==> config.mk <==
export PLATFORM = sky130hd
export DESIGN_NAME = led_show_ctrl_flat
export DESIGN_NICKNAME = d
export VERILOG_FILES = /design/src/rtl/led_show_ctrl_pkg.sv /design/src/rtl/led_show_ctrl_if.sv /design/src/rtl/led_show_ctrl_edge_sync.sv /design/src/rtl/led_show_ctrl.sv /design/src/flat_wrapper.sv
export SDC_FILE = /design/constraint.sdc
export NUM_CORES = 1
export LEC_CHECK = 0
export CAP_MARGIN = 10
export CORE_MARGIN = 1.5
export CORE_UTILIZATION = 40
export DETAILED_ROUTE_END_ITERATION = 12
export DONT_BUFFER_PORTS = 1
export RECOVER_POWER = 25
export REMOVE_ABC_BUFFERS = 1
export SETUP_SLACK_MARGIN = 0.3
export SYNTH_ARGS = -nofsm -noshare
export SYNTH_HDL_FRONTEND = slang
export SYNTH_SLANG_ARGS = --single-unit
==> constraint.sdc <==
create_clock -name sys_clk -period 2.9 [get_ports sys_clk]
set_input_delay 0.58 -clock sys_clk [delete_from_list [all_inputs] [get_ports sys_clk]]
set_output_delay 0.58 -clock sys_clk [all_outputs]
set_load 0.01 [all_outputs]
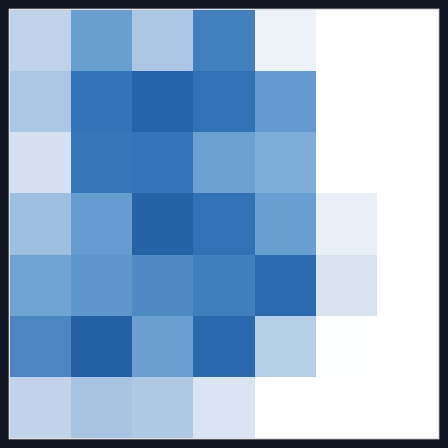
**Above:** run 1 (local utilization).
The die is cut into 7 by 7 equal tiles; white is low, dark blue is high, 0 to 100% covered.
densest ninth of the die = middle
fullest tile = 81%
tiles over 75% full = 10%
nearly empty tiles = 27%
mean over tiles = 38%
Core Util at FP: 41.2%
Core Region: 4320 um2

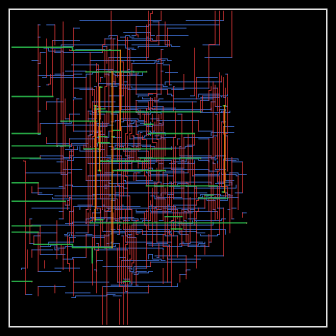
**Above:** run 1 (routed metal, one color a layer).
metal 4 -> orange  # wire length 119 um
metal 1 -> blue  # wire length 1770 um
metal 2 -> red  # wire length 2030 um
metal 3 -> green  # wire length 297 um
Overall Global Routing Usage: 18.8%
final wirelength: 4210 um
total vias in the final route: 1480

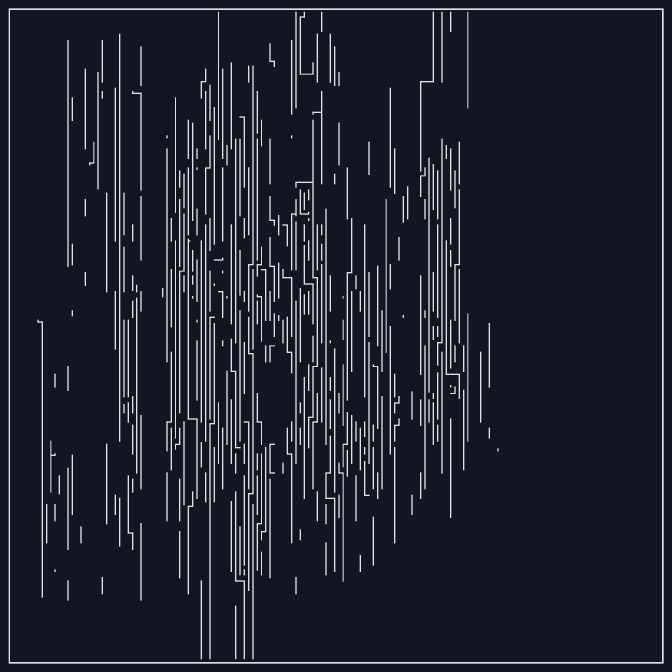
**Above:** run 1 (signal wires on met2).
longest straight run = 43.5 um
main direction = vertical
share of all routed wire = 48%
wire length on this layer = 2030 um
nets with wire on the layer = 173
grt met2 use: 29.4%

==> reports/qor.txt, run 1 <==
Outcome -> finished, violations left
Failing checks -> capacitance limit, slew limit
Top FF cell, synth -> dfrtp_1
CTS Root Cell -> clkbuf_8
Total Nets Final -> 202
Fmax -> 0.444 GHz
Routed WL per cell -> 17.3 um
Reg-to-reg slack, setup -> 0.65 ns
DR vias/cell -> 6.07
Worst path cell trace -> inv_1 > ha_1 > and4bb_2 > a21oi_1 > mux4_2 > a22o_2 > mux2_2
Post-Syn Instances -> 194
Gr ovfl total -> 0
Pwr dens -> 720 nW/um2
1st-iter DRT viols -> 66
H-Tree Depth -> 2
WHS -> 0.329 ns
Hold crit path type -> primary input to flip-flop
Placer congestion estimate -> 0.904
Slew HR -> -0.598%
Area Growth Syn to Fin -> 6.39%
Worst path depth -> 7
Ports -> 23
PortBufs -> 0
Fraction of layout cells with a size suffix above 1 -> 10.9%
Final Critical Period -> 2.25 ns
CTS Buf Count -> 5
GR Layer Usage met3 -> 4.94%
Final setup viols -> 0
Number of global-route vias before repair -> 1485
CTS tree -> built
Maxcap violations -> 1
Hold Path Depth -> 0
Data required time of the worst path -> 3.06 ns
Met1 usage -> 24.1%
Busiest grt layer -> met2
Global-route wire length before repair -> 7210 um
Distinct lib cells -> 49
CP Max Fanout -> 6
Async set or reset register ratio after synthesis -> 100%
Clk slew on worst S/H paths -> 0.06 ns
Drt pass-1 iters -> 6
Total Neg Setup Slack -> 0 ns
Setup crit end kind -> flip-flop
Post-CTS resize count -> 0
ANT cells -> 0
DRC viols -> 0
R2R depth -> 7
Slew Viols, Final -> 31
Die H -> 69.8 um
Largest net degree at the start of global routing -> 31
Setup CP Type -> flip-flop to flip-flop
Lkg Pwr -> 0.828 nW
Yosys stat chip area -> 1780 um2
Cell family with the largest share of critical-path delay -> multiplexers
Syn avg cell area -> 9.19 um2
Max Root-Sink Buffers -> 2
Yosys warns -> 0
Post-CTS Setup Bufs -> 0
Sinks on the clock net -> 30
Final Hold Viols -> 0
Fill cell count -> 439
Period Utilization, post-route -> 77.6%
Row cnt -> 24
Clk latency late pin -> 0.28 ns
Worst IR drop on VDD -> 0.000447 V
Crit path buf inv count -> 1
Stage-log warning count -> 27
Slowest cell on crit path -> mux4_2
Ys flops -> 30
RSZ-0062 raised after global routing -> false
Worst EP arrival -> 2.41 ns
Clock Skew -> 0.00167 ns
Die Wd -> 69.8 um
Slew @ Worst Pin -> 1.51 ns
Yosys Instances -> 194
Seq/Total Area, Yosys -> 42.1%
Setup crit start kind -> flip-flop
Crit path largest cell delay -> 0.50 ns
Post-DP HPWL -> 3150 um
Mapped cell area -> 1780 um2
Post-synth EDFFs -> 0
Die ar. -> 4870 um2
Post-route ant nets -> 0
Initial antenna violation count -> 0
-- run 1: worst reg2reg max path, cell delays in order (launching register included) --
cell and delay, ns:
dfrtp_1 0.47, inv_1 0.17, ha_1 0.17, and4bb_2 0.24, a21oi_1 0.07, mux4_2 0.50, a22o_2 0.25, mux2_2 0.26
-- run 1: cells by family (layout without fill, tap and decap cells) --
family	Yosys count	count (layout)	synth area share, %
compound gates	58	58	22.5
xor+xnor	7	7	3.44
flops	30	30	42.1
mux	8	8	5.47
buf+inv	25	23	6.39
simple gates	61	61	16.6
fa+ha+maj	5	5	3.51
-- run 1: metrics by stage --
step	utilization, %	power [mW]	setup WS (ns)	cell area [um2]	cells
floorplan	-	0.902	0.805	1710	179
global placement	41.7	1.03	0.634	1800	235
detailed placement	41.7	1.03	0.594	1800	235
CTS	44.2	1.38	0.655	1910	244
global route	43.9	1.46	0.544	1900	244
finish	43.9	1.37	0.650	1900	244
-- run 1: synthesized netlist by cell type, drive strengths merged (2+ instances only) --
cell type,number,share of area [%]
o221ai,3,1.5
mux2,4,2.5
a211oi,3,1.3
a21o,3,1.3
nand3,2,1.3
a222oi,3,1.7
a22o,2,1.1
a31oi,5,1.8
nand2,32,6.7
xor2,4,2.0
inv,9,1.9
ha,5,3.5
a22oi,4,1.7
dfrtp,30,42
o21ai,15,4.2
xnor2,3,1.5
a21oi,10,2.8
mux2i,3,1.7
nand4,3,1.1
nor2,10,2.5
clkbuf,5,1.1
buf,10,3.2
and2,4,1.4
nor3,5,1.4
-- run 1: area by class of cell --
cell class / count / area [um2] / share of cell area [%]
flip-flops and latches: 30 / 751 / 39.6
clock buffers: 7 / 86.3 / 4.55
clock inverters: 1 / 5.00 / 0.264
inverters: 10 / 37.5 / 1.98
multi-input cells: 139 / 918 / 48.4
well taps: 52 / 65.1 / 3.43
repair buffers: 5 / 33.8 / 1.78
-- run 1: timing repair --
action,CTS,global route
setup endpoints to repair,0,0
hold buffers,1,0
endpoints found under the hold margin,30,0
-- run 1: layout by cell type, fill, tap and decap left out, drive strengths merged, types with 2 or more instances in the layout --
cell / count
a211oi: 3
a21o: 3
a21oi: 10
a222oi: 3
a22o: 2
a22oi: 4
a31oi: 5
and2: 4
buf: 4
clkbuf: 8
clkinv: 2
dfrtp: 30
ha: 5
inv: 9
mux2: 4
mux2i: 3
nand2: 32
nand3: 2
nand4: 3
nor2: 10
nor3: 5
o21ai: 15
o221ai: 3
xnor2: 3
xor2: 4
-- run 1: metal layers --
| metal | vias to the layer above | part of all wire [%] |
|---|---|---|
| li1 | 698 | - |
| met1 | 708 | 42 |
| met2 | 63 | 48 |
| met3 | 11 | 7.0 |
| met4 | 0 | 2.8 |
| met5 | - | 0 |
-- run 1: report_power, final --
| group | total [mW] | switching [mW] | internal (mW) |
|---|---|---|---|
| sequential | 0.650 | 0.147 | 0.503 |
| clock | 0.328 | 0.137 | 0.191 |
| combinational | 0.389 | 0.219 | 0.170 |
--- run 2 (diff from run 1) ---
Clock period 2.9 ns to 2.1 ns, I/O delays scaled along.
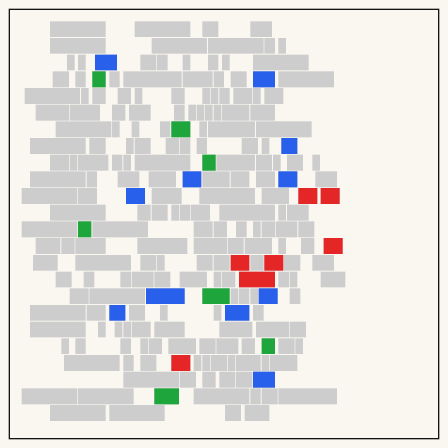
**Above:** run 2 (gate-type map).
and/or cells -> green  # cells 7
xor and xnor cells -> red  # cells 7
non-inverting ao/oa cells -> blue  # cells 11
Comb area share: 47.3%
Finished Layout Cells: 269
dominant logic cell type in the layout: nand2_1

==> reports/qor.txt, run 2 <==
Die ar. -> 4870 um2 (unchanged)
Setup CP Type -> flip-flop to flip-flop
Total Nets Final -> 227 (+12%)
Gr ovfl total -> 0 (unchanged)
Yosys warns -> 0 (unchanged)
Worst EP arrival -> 2.23 ns (-0.18 ns)
Slowest cell on crit path -> mux4_2
Ports -> 23 (unchanged)
Ranking of synthesized cells by area -> dfrtp_1 (42%), nand2_1 (6.7%), o21ai_0 (3.9%), ha_1 (3.5%), a21oi_1 (2.8%)
Worst path cell trace -> inv_2 > ha_4 > and4bb_2 > a21oi_2 > mux4_2 > a22o_4 > mux2_2
Lkg Pwr -> 0.981 nW (+18%)
Final Critical Period -> 2.06 ns (-0.190 ns)
Post-route ant nets -> 0 (unchanged)
CTS Root Cell -> clkbuf_8
Adder share -> 3.51% (unchanged)
Cell family with the largest share of critical-path delay -> multiplexers
Worst IR drop on VDD -> 0.000586 V (+31%)
Xor+xnor area frac -> 3.44% (unchanged)
Max Root-Sink Buffers -> 2 (unchanged)
Routed WL per cell -> 19.4 um (+12%)
Top FF cell, synth -> dfrtp_1
Final Hold Viols -> 0 (unchanged)
Simple-gate share of the synthesized area -> 16.6% (unchanged)
Top-count cell post-synth -> nand2_1
H-Tree Depth -> 2 (unchanged)
Maxcap violations -> 0 (-1)
DR vias/cell -> 5.96 (-1.8%)
1st-iter DRT viols -> 111 (+68%)
Syn avg cell area -> 9.19 um2 (unchanged)
Final wirelength -> 5210 um (+24%)
Drt pass-1 iters -> 4 (-2)
Post-Syn Instances -> 194 (unchanged)
Initial antenna violation count -> 0 (unchanged)
Most instantiated logic cells after routing -> nand2_1 (29), dfrtp_1 (28), buf_4 (25)
PortBufs -> 0 (unchanged)
Yosys stat chip area -> 1780 um2 (unchanged)
CTS tree -> built
Final Util -> 52.3% (+8.5 points)
Stage-log warning count -> 29 (+7.4%)
Outcome -> complete, no violations
Aoi share -> 22.5% (unchanged)
Die Wd -> 69.8 um (unchanged)
Worst path depth -> 7 (unchanged)
CP Max Fanout -> 4 (-2)
ANT cells -> 0 (unchanged)
Distinct lib cells -> 49 (unchanged)
Fmax -> 0.486 GHz (+9.2%)
Slew Viols, Final -> 0 (-100%)
Crit path largest cell delay -> 0.49 ns (about the same)
Synth area leader -> dfrtp_1
Row cnt -> 24 (unchanged)
Data required time of the worst path -> 2.27 ns (-0.79 ns)
RSZ-0062 raised after global routing -> true
Core Util at FP -> 41.2% (unchanged)
Period Utilization, post-route -> 98.1% (+20 points)
Placer congestion estimate -> 0.961 (+6.2%)
Clock Skew -> 0.0101 ns (+0.00848 ns)
Global-route wire length before repair -> 8530 um (+18%)
Area after DPL -> 1940 um2 (+7.9%)
Power Total -> 2.21 mW (+62%)
Clk slew on worst S/H paths -> 0.07 ns (about the same)
Setup crit start kind -> flip-flop
Yosys Instances -> 194 (unchanged)
==> run 2: cell type report <==
cell class | count | area, um2
fillers | 397 | 2060
clock buffers | 6 | 82.6
well taps | 52 | 65.1
clock inverters | 2 | 12.5
flip-flops and latches | 30 | 753
multi-input cells | 139 | 1070
repair buffers | 30 | 240
inverters | 10 | 40.0
==> run 2: cells by family after synthesis <==
| family | after synthesis |
|---|---|
| muxes | 8 |
| DFF | 30 |
| AOI/OAI and AO/OA | 58 |
| adders and majority gates | 5 |
| and+or+nand+nor | 61 |
| xor gates and xnor gates | 7 |
| buffers and inverters | 25 |
==> run 2: repair_timing <==
action                     CTS  global route
pin swaps                    5             9
resized                     17            34
hold buffers                 2             0
buffers inserted             1             4
setup endpoints to repair   16            21
hold endpoints to repair    30             0
==> run 2: stage by stage <==
step,setup WS (ns),std cells
finish,0.0406,269
global route,0.00761,269
CTS,0.0998,265
detailed placement,0.0535,254
global placement,0.0831,254
floorplan,0.0899,179
==> run 2: report_power, final <==
| part | internal (mW) | leakage (nW) | total [mW] | switching [mW] |
|---|---|---|---|---|
| clock | 0.263 | 0.0472 | 0.496 | 0.233 |
| sequential | 0.698 | 0.382 | 0.845 | 0.147 |
| combinational | 0.386 | 0.552 | 0.870 | 0.484 |
==> run 2: worst register-to-register path, cell delays in order (launching register included) <==
cell,delay [ns]
dfrtp_1,0.42
inv_2,0.10
ha_4,0.13
and4bb_2,0.25
a21oi_2,0.06
mux4_2,0.49
a22o_4,0.25
mux2_2,0.25
==> run 2: routing by layer <==
layer	vias to the layer above	routed length, um	GRT usage, %
met5	-	0	0
met4	0	165	13.2
met3	16	337	5.38
met2	61	2520	35.6
met1	779	2180	28.4
li1	746	-	-
Power figures rest on the tool's default switching activity, not on a simulated workload.
